## config.mk

```make
export PLATFORM = sky130hd
export DESIGN_NAME = key_ctrl
export DESIGN_NICKNAME = d
export VERILOG_FILES = /design/src/rtl/key_ctrl.sv
export SDC_FILE = /design/constraint.sdc
export NUM_CORES = 1
export LEC_CHECK = 0
export ABC_AREA = 1
export CORE_MARGIN = 8
export CORE_UTILIZATION = 65
export CTS_CLUSTER_DIAMETER = 80
export CTS_CLUSTER_SIZE = 30
export DETAILED_ROUTE_END_ITERATION = 8
export GPL_ROUTABILITY_DRIVEN = 0
export GPL_TIMING_DRIVEN = 0
export PLACE_DENSITY = 0.94
export SYNTH_ARGS = -nofsm -noshare
export SYNTH_HDL_FRONTEND = slang
export SYNTH_SLANG_ARGS = --single-unit
```

## constraint.sdc

```tcl
create_clock -name clk -period 6 [get_ports clk]
set_clock_uncertainty 0.1 [all_clocks]
set_input_delay 0.6 -clock clk [delete_from_list [all_inputs] [get_ports clk]]
set_output_delay 0.6 -clock clk [all_outputs]
set_load 0.02 [all_outputs]
```

## src/rtl/key_ctrl.sv

```systemverilog
// key_ctrl: per-key debounce and held/auto-repeat sequencer for active-low
// pushbuttons. Each channel runs its own FSM and counter. All outputs are
// registered. One key's presses toggle a latched pause level.
module key_ctrl #(
    parameter int NUM_KEYS        = 4,
    parameter int DEBOUNCE_CYCLES = 250000,
    parameter int REPEAT_DELAY    = 12500000,
    parameter int REPEAT_PERIOD   = 2500000,
    parameter int PAUSE_KEY       = 1,
    parameter int CW              = 24
) (
    input  logic                clk,
    input  logic                reset,
    input  logic [NUM_KEYS-1:0] key_n_in,
    output logic [NUM_KEYS-1:0] key_n_out,
    output logic [NUM_KEYS-1:0] press_o,
    output logic [NUM_KEYS-1:0] release_o,
    output logic [NUM_KEYS-1:0] repeat_o,
    output logic                pause_n_out,
    output logic                any_key
);

    typedef enum logic [2:0] {
        S_IDLE,
        S_PRESS_CHK,
        S_HELD,
        S_REPEAT,
        S_RELEASE_CHK
    } state_e;

    localparam logic [CW-1:0] DEB_C    = CW'(DEBOUNCE_CYCLES);
    localparam int            RD_LAST  = (REPEAT_DELAY > 0) ? REPEAT_DELAY - 1 : 0;
    localparam logic [CW-1:0] RD_C     = CW'(RD_LAST);
    localparam logic [CW-1:0] RP_C     = CW'(REPEAT_PERIOD - 1);
    localparam logic [CW-1:0] ONE_C    = CW'(1);

    state_e              state_q [NUM_KEYS];
    state_e              state_d [NUM_KEYS];
    logic [CW-1:0]       cnt_q   [NUM_KEYS];
    logic [CW-1:0]       cnt_d   [NUM_KEYS];
    logic [NUM_KEYS-1:0] key_n_q, key_n_d;
    logic [NUM_KEYS-1:0] press_q, press_d;
    logic [NUM_KEYS-1:0] release_q, release_d;
    logic [NUM_KEYS-1:0] repeat_q, repeat_d;
    logic                pause_n_q, pause_n_d;
    logic                any_key_q, any_key_d;

    // Counter increment that sticks at all-ones instead of wrapping.
    function automatic logic [CW-1:0] sat_inc(input logic [CW-1:0] v);
        return (v == '1) ? v : v + ONE_C;
    endfunction

    // Next-state, counter and strobe decode for every channel.
    always_comb begin
        key_n_d   = '1;
        press_d   = '0;
        release_d = '0;
        repeat_d  = '0;
        for (int k = 0; k < NUM_KEYS; k++) begin
            state_d[k] = state_q[k];
            cnt_d[k]   = cnt_q[k];
            case (state_q[k])
                S_IDLE: begin
                    if (!key_n_in[k]) begin
                        if (ONE_C >= DEB_C) begin
                            state_d[k]  = S_HELD;
                            cnt_d[k]    = '0;
                            press_d[k]  = 1'b1;
                            repeat_d[k] = 1'b1;
                        end else begin
                            state_d[k] = S_PRESS_CHK;
                            cnt_d[k]   = ONE_C;
                        end
                    end
                end
                S_PRESS_CHK: begin
                    if (key_n_in[k]) begin
                        state_d[k] = S_IDLE;
                        cnt_d[k]   = '0;
                    end else if (sat_inc(cnt_q[k]) >= DEB_C) begin
                        state_d[k]  = S_HELD;
                        cnt_d[k]    = '0;
                        press_d[k]  = 1'b1;
                        repeat_d[k] = 1'b1;
                    end else begin
                        cnt_d[k] = sat_inc(cnt_q[k]);
                    end
                end
                S_HELD, S_REPEAT: begin
                    if (key_n_in[k]) begin
                        // Leaving the hold discards any pending repeat timing.
                        if (ONE_C >= DEB_C) begin
                            state_d[k]   = S_IDLE;
                            cnt_d[k]     = '0;
                            release_d[k] = 1'b1;
                        end else begin
                            state_d[k] = S_RELEASE_CHK;
                            cnt_d[k]   = ONE_C;
                        end
                    end else if (state_q[k] == S_HELD) begin
                        if (REPEAT_DELAY > 0 && cnt_q[k] == RD_C) begin
                            state_d[k]  = S_REPEAT;
                            cnt_d[k]    = '0;
                            repeat_d[k] = 1'b1;
                        end else begin
                            cnt_d[k] = sat_inc(cnt_q[k]);
                        end
                    end else begin
                        if (cnt_q[k] == RP_C) begin
                            cnt_d[k]    = '0;
                            repeat_d[k] = 1'b1;
                        end else begin
                            cnt_d[k] = sat_inc(cnt_q[k]);
                        end
                    end
                end
                S_RELEASE_CHK: begin
                    if (!key_n_in[k]) begin
                        // Bounce back to held restarts the repeat delay.
                        state_d[k] = S_HELD;
                        cnt_d[k]   = '0;
                    end else if (sat_inc(cnt_q[k]) >= DEB_C) begin
                        state_d[k]   = S_IDLE;
                        cnt_d[k]     = '0;
                        release_d[k] = 1'b1;
                    end else begin
                        cnt_d[k] = sat_inc(cnt_q[k]);
                    end
                end
                default: begin
                    state_d[k] = S_IDLE;
                    cnt_d[k]   = '0;
                end
            endcase
            key_n_d[k] = !(state_d[k] == S_HELD || state_d[k] == S_REPEAT ||
                           state_d[k] == S_RELEASE_CHK);
        end
        any_key_d = ~&key_n_d;
        pause_n_d = pause_n_q ^ press_d[PAUSE_KEY];
    end

    // State, counter and registered-output update with synchronous reset.
    always_ff @(posedge clk) begin
        if (reset) begin
            for (int k = 0; k < NUM_KEYS; k++) begin
                state_q[k] <= S_IDLE;
                cnt_q[k]   <= '0;
            end
            key_n_q   <= '1;
            press_q   <= '0;
            release_q <= '0;
            repeat_q  <= '0;
            pause_n_q <= 1'b1;
            any_key_q <= 1'b0;
        end else begin
            for (int k = 0; k < NUM_KEYS; k++) begin
                state_q[k] <= state_d[k];
                cnt_q[k]   <= cnt_d[k];
            end
            key_n_q   <= key_n_d;
            press_q   <= press_d;
            release_q <= release_d;
            repeat_q  <= repeat_d;
            pause_n_q <= pause_n_d;
            any_key_q <= any_key_d;
        end
    end

    assign key_n_out   = key_n_q;
    assign press_o     = press_q;
    assign release_o   = release_q;
    assign repeat_o    = repeat_q;
    assign pause_n_out = pause_n_q;
    assign any_key     = any_key_q;

endmodule

```

==> GITHUB_STEP_SUMMARY, run 1 <==
### Flow metrics

| Metric | Value |
|---|---|
| # placed instances | `1762` |
| Synth Register Bits | `126` |
| CP Data Arrival Time | `3.53 ns` |
| Endpoint, Worst Hold | `cnt_q[1][6]` |
| Worst-Margin Slew | `0.653 ns` |
| Post-DR vias/cell | `5.78` |
| Final Critical Period | `between 3 and 4 ns` |
| Hold WS | `0.407 ns` |
| Flip-flops | `~130` |
| Top cells by count | `nand2_1, nor2_1, inv_1, dfxtp_1` |
| TritonCTS clock tree | `built` |
| Hpwl dp | `18.2 mm` |
| Nets@finish | `1611` |
| CTS Buf Count | `17` |
| Ys async rst share | `0%` |
| Multi-input logic area | `5610 µm²` |
| Utilization after layout | `roughly three quarters` |
| Clock sinks | `about 130` |
| Port buffer count | `23` |
| Hold Crit Depth | `2` |
| Buf/Inv on CP | `3` |
| Top-area cell share | `28.0%` |
| Total core area | `13700 µm²` |
| Die width | `about 130 µm` |
| Clk slew on worst S/H paths | `0.06 ns` |
| Vias in the first global route | `9349` |
| Most used cell, CP | `nand2_1` |
| Clock Power Share | `54.6%` |
| Status | `finished, final reports clean` |
| Initial DRC Count | `roughly 1500` |
| Final setup violation count | `0` |
| Routed WL | `25.3 mm` |
| Crit Path Max Fanout | `10` |
| Flop area | `2520 µm²` |
| Multi-input gates | `1225` |
| Yosys top cell by instances | `nand2_1` |
| Reg power frac | `41.1%` |
| Area leader, netlist | `dfxtp_1` |
| Fin cells | `1794` |
| RSZ-0062 raised after global routing | `no` |
| Diode count | `0` |
| CP Cell Sequence | `ha_1 -> nand3_2 -> inv_2 -> nand2_2 -> nor2_1 -> nand2_1 -> buf_4 -> nand2_1 -> nand2_1 -> nor3_1 -> nand3_1 -> nand3_1 -> o21ai_2 -> buf_4 -> nand2_1 -> a21oi_1` |
| ClkCell Share | `6.34%` |
| Initial antenna violation count | `0` |
| Pre-CTS setup slack | `2.83 ns` |
| Logic pwr share | `4.3%` |
| Final hold violations | `0` |
| Capturing point of the worst reg2reg path | `cnt_q[1][21]` |
| Global-route wire length before repair | `42.2 mm` |
| CP Capture Type | `flip-flop` |
| CP startpoint | `cnt_q[1][0]` |
| Reg2reg setup slack | `2.67 ns` |
| CP max stage delay | `0.53 ns` |
| Routed len/inst | `14.1 µm` |
| Root buffer cell | `clkbuf_16` |
| Layout fillers | `about 1100` |
| Synth unique cells | `36` |
| FF-to-FF path depth | `16` |
| Area-dominant class | `logic gates` |
| Clk_lat worst skew | `around 0.44 ns` |
| Post-layout instance area | `10100 µm²` |
| Commonest Layout Cell | `nand2_1` |
| Setup crit start kind | `flip-flop` |
| CP Class | `reg2reg` |
| H-tree depth | `4` |
| Worst slew margin | `56.4%` |
| Initial core utilization | `65.6%` |
| Main synth FF type | `dfxtp_1` |
| Peak VDD IR | `0.240 mV` |
| FF-to-FF Start | `cnt_q[1][0]` |
| Psw | `0.482 mW` |
| Die y size | `134 µm` |
| Most frequent cells in the layout | `nand2_1, nor2_1, inv_1, dfxtp_1` |
| Flip-flops with a built-in enable | `0` |
| Placed Area | `9460 µm²` |
| CTS Hold Bufs | `0` |
| Yosys stat cell total | `1559` |
| Pwr/cell area | `205 nW/µm²` |
| Gr ovfl total | `0` |
| Vias | `10400` |
| Fmax | `between 300 and 400 MHz` |
| Post-CTS Setup Inserts | `0` |
| Top cells by area | `dfxtp_1, nand2_1, nor2_1, inv_1, a21oi_1` |
| Clock tree buffer depth | `2` |
| Worst path slowest cell | `dfxtp_1` |
| Net Sw Frac | `23.3%` |
| Area of the mapped netlist | `9000 µm²` |
run 1: per-layer routing:
metal	vias up	wire [µm]	global-route usage [%]
li1	5064	-	-
met1	4578	10300	34.1
met2	602	11700	46.4
met3	128	2200	5.05
met4	0	1110	15.8
met5	-	0	0
run 1: worst max path at each step:
stage	endpoint	slack, ns	depth (start not counted)
final	cnt_q[1][21]	2.67	16
after global routing	any_key	2.50	19
after CTS	cnt_q[1][21]	2.77	16
after detailed placement	cnt_q[1][21]	2.83	16
after global placement	cnt_q[1][23]	2.92	16
after floorplan	cnt_q[1][21]	3.50	16
run 1: power by group through the flow:
stage / Combinational (mW) / Clock (mW) / Sequential [mW]
2_1_floorplan: 0.0615 / 0 / 0.864
3_3_place_gp: 0.0839 / 0 / 0.866
3_5_place_dp: 0.0868 / 0 / 0.866
4_1_cts: 0.0885 / 1.13 / 0.848
5_1_grt: 0.0986 / 1.17 / 0.848
6_report: 0.0897 / 1.13 / 0.848
run 1: kinds of logic (layout without fill, tap and decap cells):
kind of cell	Yosys count	in the layout	share of synthesized area (%)
adder cells (fa/ha/maj)	4	4	0.556
buffers and inverters	208	263	9.61
AND/OR/NAND/NOR	1033	1033	49.0
AND-OR/OR-AND	158	158	9.90
multiplexers	1	1	0.125
flip-flops	126	126	28.0
XOR/XNOR	29	29	2.82
run 1: registers in the layout, indices dropped and copies added, names as in the netlist:
signal	count
repeat_o	4
cnt_q	96
any_key	1
press_o	4
key_n_out	4
release_o	4
pause_n_out	1
state_q	12
Figure 1. The metal 2 layer (run 1).
(3 px per µm)
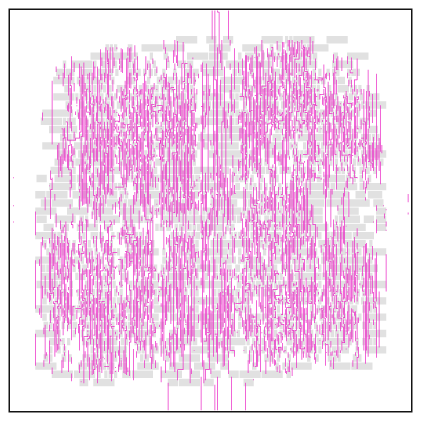
- share of all routed wire: 46%
- nets with wire on the layer: 1300
- main direction: vertical
- longest straight run: 48.3 µm

Figure 2. Ports around the boundary (run 1).
(4 px per µm) Pins as bars across the die edge, other pins in gray.
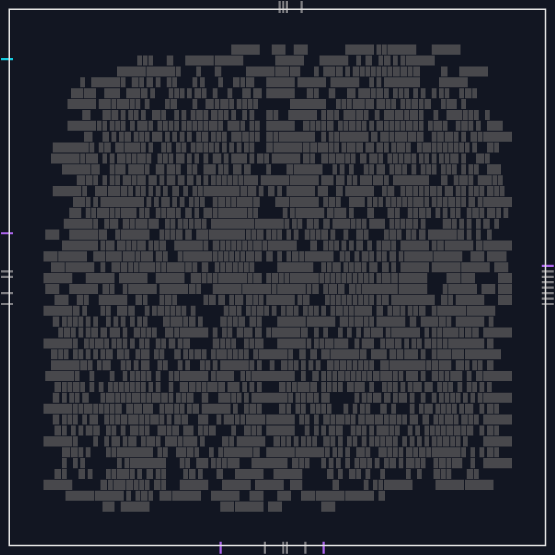
- purple: key_n_in (pins 4; direction input; edge 2 south, 1 west, 1 east)
- cyan: clk (pins 1; direction input; edge west)
- all pins by edge: 8 east, 6 west, 6 south, 4 north

Figure 3. Placed standard cells (run 1).
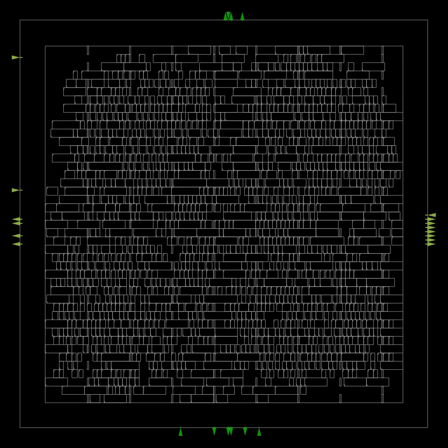
Core Rows: 43
tap cell count: 180

Figure 4. Wiring by layer (run 1).
(3 px per µm) Only two layers are drawn.
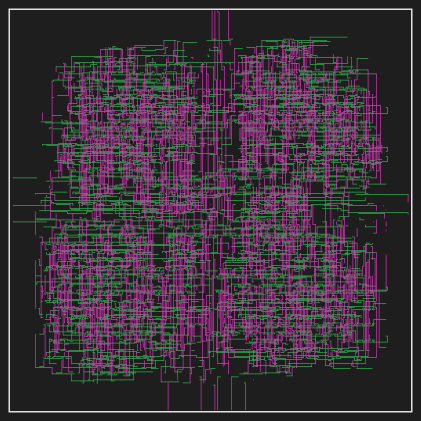
- magenta: met2 (wire length 11700 µm)
- green: met1 (wire length 10300 µm)

--- run 2 (diff from run 1) ---
Settings changed: CORE_UTILIZATION 65 to 63, PLACE_DENSITY 0.94 to 0.92.
Clock period 6 ns to 3.4 ns, I/O delays scaled along.
Figure 5. Wiring by layer (run 2).
(3 px per µm) Only two layers are drawn.
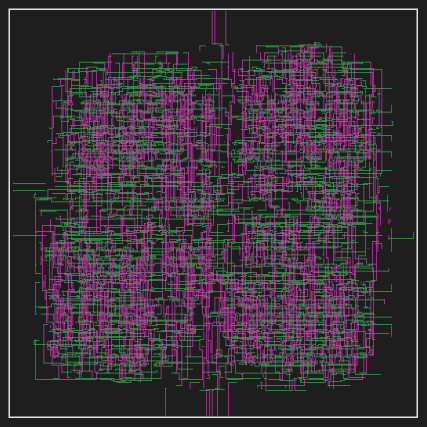
routed len/inst: 14.0 µm
Total GRT Usage: 27.8%
Routed WL: 25.1 mm
vias: 10400

Figure 6. The metal 2 layer (run 2).
(3 px per µm)
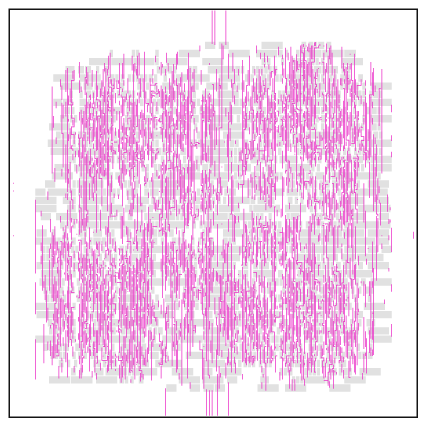
- share of all routed wire: 46%
- longest straight run: 44.5 µm
- nets with wire on the layer: 1280
- main direction: vertical
- wire length on this layer: 11500 µm

==> run 2 against run 1 <==
Effect of this change: largest cell class unchanged; sequential power rose by 77%; critical path depth up 2; sequential share of layout area fell by 0.071 points; die size increased by 2.8%; first-iteration DRC count is 20% lower.
==> GITHUB_STEP_SUMMARY, run 2 <==
### Flow metrics

| Metric | Value |
|---|---|
| Worst hold start | `cnt_q[3][23]` |
| Largest net degree at the start of global routing | `17` |
| CTS Hold Bufs | `0` |
| FF-to-FF Start | `cnt_q[3][0]` |
| Main synth FF type | `dfxtp_1` |
| Biggest regs | `cnt_q: 96 flops, state_q: 12 flops` |
| Setup crit start kind | `flip-flop` |
| Clk_lat worst skew | `0.43 ns` |
| Floorplan Nets | `1569` |
| Post-layout instance area | `around 10000 µm²` |
| Max reg flops | `96` |
| Die width | `136 µm` |
| Gr ovfl total | `0` |
| Post-DR vias/cell | `roughly 5.8` |
| Log Warnings | `26` |
| Placed Area | `9460 µm²` |
| Final Critical Period | `around 3.1 ns` |
| Post_cts resized | `0` |
| Worst-Margin Slew | `0.682 ns` |
| Most frequent cells in the layout | `nand2_1, nor2_1, inv_1, dfxtp_1` |
| Cell count after synthesis | `1559` |
| I/O pin cnt | `24` |
| Peak VDD IR | `0.420 mV` |
| Total core area | `13900 µm²` |
| Initial DRC Count | `1206` |
| Fmax | `between 300 and 400 MHz` |
| Post-CTS Setup Inserts | `0` |
| Fin cells | `1794` |
| Layout fillers | `~1200` |
| Yosys top cell by instances | `nand2_1` |
| Hold WC Path Type | `reg2reg` |
| Final setup violation count | `0` |
| Number of remaining DRC errors | `0` |
| Setup TNS | `0 ns` |
| Clock sinks | `126` |
| Clock tree buffer depth | `2` |
| Top-area cell share | `28.0%` |
| RSZ-0062 raised after global routing | `no` |
| Yosys stat cell total | `about 1600` |
| Drt first pass iters | `8` |
| Yosys stat area | `9000 µm²` |
| Layout cells sized above 1 | `between 7 and 8%` |
| H-tree depth | `4` |
| Core Rows | `approximately 43` |
| Largest Register | `cnt_q` |
| Utilization after layout | `72.7%` |
| WP data required | `3.59 ns` |
| Hpwl dp | `between 15 and 20 mm` |
| Fin crit share | `92.6%` |
| CP max stage delay | `~0.42 ns` |
| Top cells by area | `dfxtp_1, nand2_1, nor2_1, inv_1, a21oi_1` |
| Area of the mapped netlist | `9000 µm²` |
| Hold WS | `between 0.4 and 0.5 ns` |
| Vias in the first global route | `a little over 9000` |
| LEAKAGE | `4.07 nW` |
| Root buffer cell | `clkbuf_16` |
| Buf/Inv on CP | `0` |
| Setup WS post-layout | `roughly 0.25 ns` |
| Worst slew margin | `54.5%` |
| Port buffer count | `23` |
| Flip-flops with a built-in enable | `0` |
| CP Class | `reg2reg` |
| Most used cell, CP | `nand2_1` |
| Initial core utilization | `~65%` |
| Synth Register Bits | `126` |
| Synth unique cells | `36` |
| Area leader, netlist | `dfxtp_1` |
| Initial antenna violation count | `0` |
| Global-route wire length before repair | `approximately 42 mm` |
| Crit Path Max Fanout | `7` |
| Post-synth seq share | `roughly 28%` |
| Synth warn | `0` |
| CTS Buf Count | `17` |
| TritonCTS clock tree | `built` |
| Ys async rst share | `0%` |
| Max-slew violations | `0` |
| Clk slew on worst S/H paths | `about 0.060 ns` |
| # placed instances | `1762` |
| CP Capture Type | `flip-flop` |
| CP startpoint | `cnt_q[3][0]` |
| Tot Pwr | `between 3 and 4 mW` |
| Post-route ant nets | `0` |
| MaxCap Viol Count | `0` |
| Synth-to-Final Area Change | `12.6%` |
| Nets@finish | `roughly 1600` |
| Diode count | `0` |
| Worst path slowest cell | `dfxtp_1` |
| CP Cell Sequence | `ha_1 -> nand3_1 -> nor2_1 -> nand3_1 -> nand2_1 -> nand2_1 -> nand2_1 -> nand2_1 -> nor2_1 -> nand2_1 -> nor2_1 -> nand2_1 -> nand4_1 -> nand2_1 -> nor2_1 -> nand2_1 -> nor2_1 -> nor2_1` |
| Pre-CTS setup slack | `0.267 ns` |
| Final hold violations | `0` |
| DIE AREA | `18400 µm²` |
| Commonest Layout Cell | `nand2_1` |
| Status | `finished, final reports clean` |
| Top delay family on crit path | `simple AND/OR/NAND/NOR gates` |
| Top cells by count | `nand2_1, nor2_1, inv_1, dfxtp_1` |
| Die y size | `136 µm` |
| CP Data Arrival Time | `3.34 ns` |
| Pwr/cell area | `approximately 370 nW/µm²` |
| Mean area per synthesized cell | `5.77 µm²` |
Figure 7. A small window of the routed layout (run 2).
Region (48, 48) to (88, 88) µm. Cells in gray, sequential cells in the stronger gray; small squares are vias.
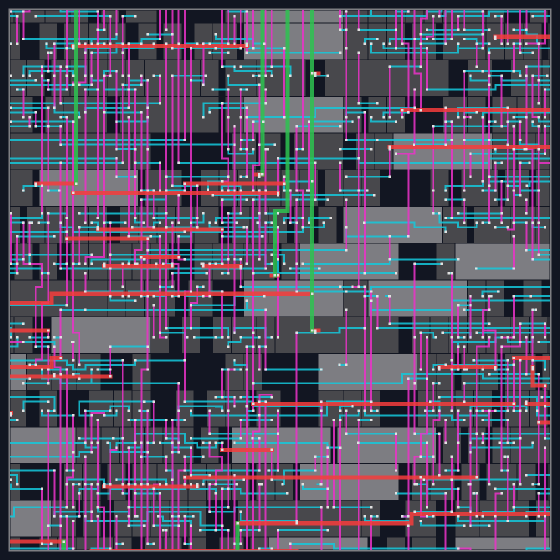
- cyan: met1
- red: met3
- magenta: met2
- green: met4
- netlist names of flops here include: cnt_q (7), state_q (7)
- sequential cells in the window: 15
- cells with their middle in the window: 201
- most frequent: nand2_1 (51), inv_1 (35), nor2_1 (28)

## run 2: cell counts after synthesis
No cell type changed its count.
## run 2: cell families after synthesis
family	count (synthesis)	synth area share, %
xor+xnor	29	2.82
simple gates	1033	49.0
buf+inv	208	9.61
flops	126	28.0
mux	1	0.125
fa+ha+maj	4	0.556
compound gates	158	9.90
## run 2: final timing paths
path | slack (ns) | cells after the start | to
max reg2reg | 0.25 | 18 | any_key
max | 0.25 | 18 | any_key
min reg2reg | 0.40 | 2 | cnt_q[3][23]
min | 0.40 | 2 | cnt_q[3][23]
## run 2: final cells by class
cell class | instances | area [µm²] | share of cell area, %
multi-input cells | 1225 | 5620 | 55.5
flip-flops and latches | 126 | 2520 | 24.9
inverters | 169 | 634 | 6.26
clock buffers | 23 | 488 | 4.82
repair buffers | 23 | 230 | 2.27
plain buffers | 39 | 230 | 2.27
well taps | 180 | 225 | 2.22
clock inverters | 9 | 180 | 1.78
## run 2: power by group
group	internal (mW)	switching, mW	leakage [nW]	total [mW]
clock network	1.38	0.687	0.324	2.07
registers	1.49	0.0117	1.02	1.50
logic	0.0444	0.112	2.73	0.156
## run 2: layer usage
layer,vias up,track usage (%),wire length [µm]
met5,-,0,0
met4,0,14.1,836
met3,98,5.16,2310
met2,581,44.6,11500
met1,4635,35.1,10500
li1,5068,-,-
## run 2: worst min-delay path: cells and delay by family (launching register included)
family	cells	cell delay (ns)
AND-OR/OR-AND	1	0.05
flip-flops	1	0.33
AND/OR/NAND/NOR	1	0.07
No activity file was given, so power comes from the tool's default toggle rates.
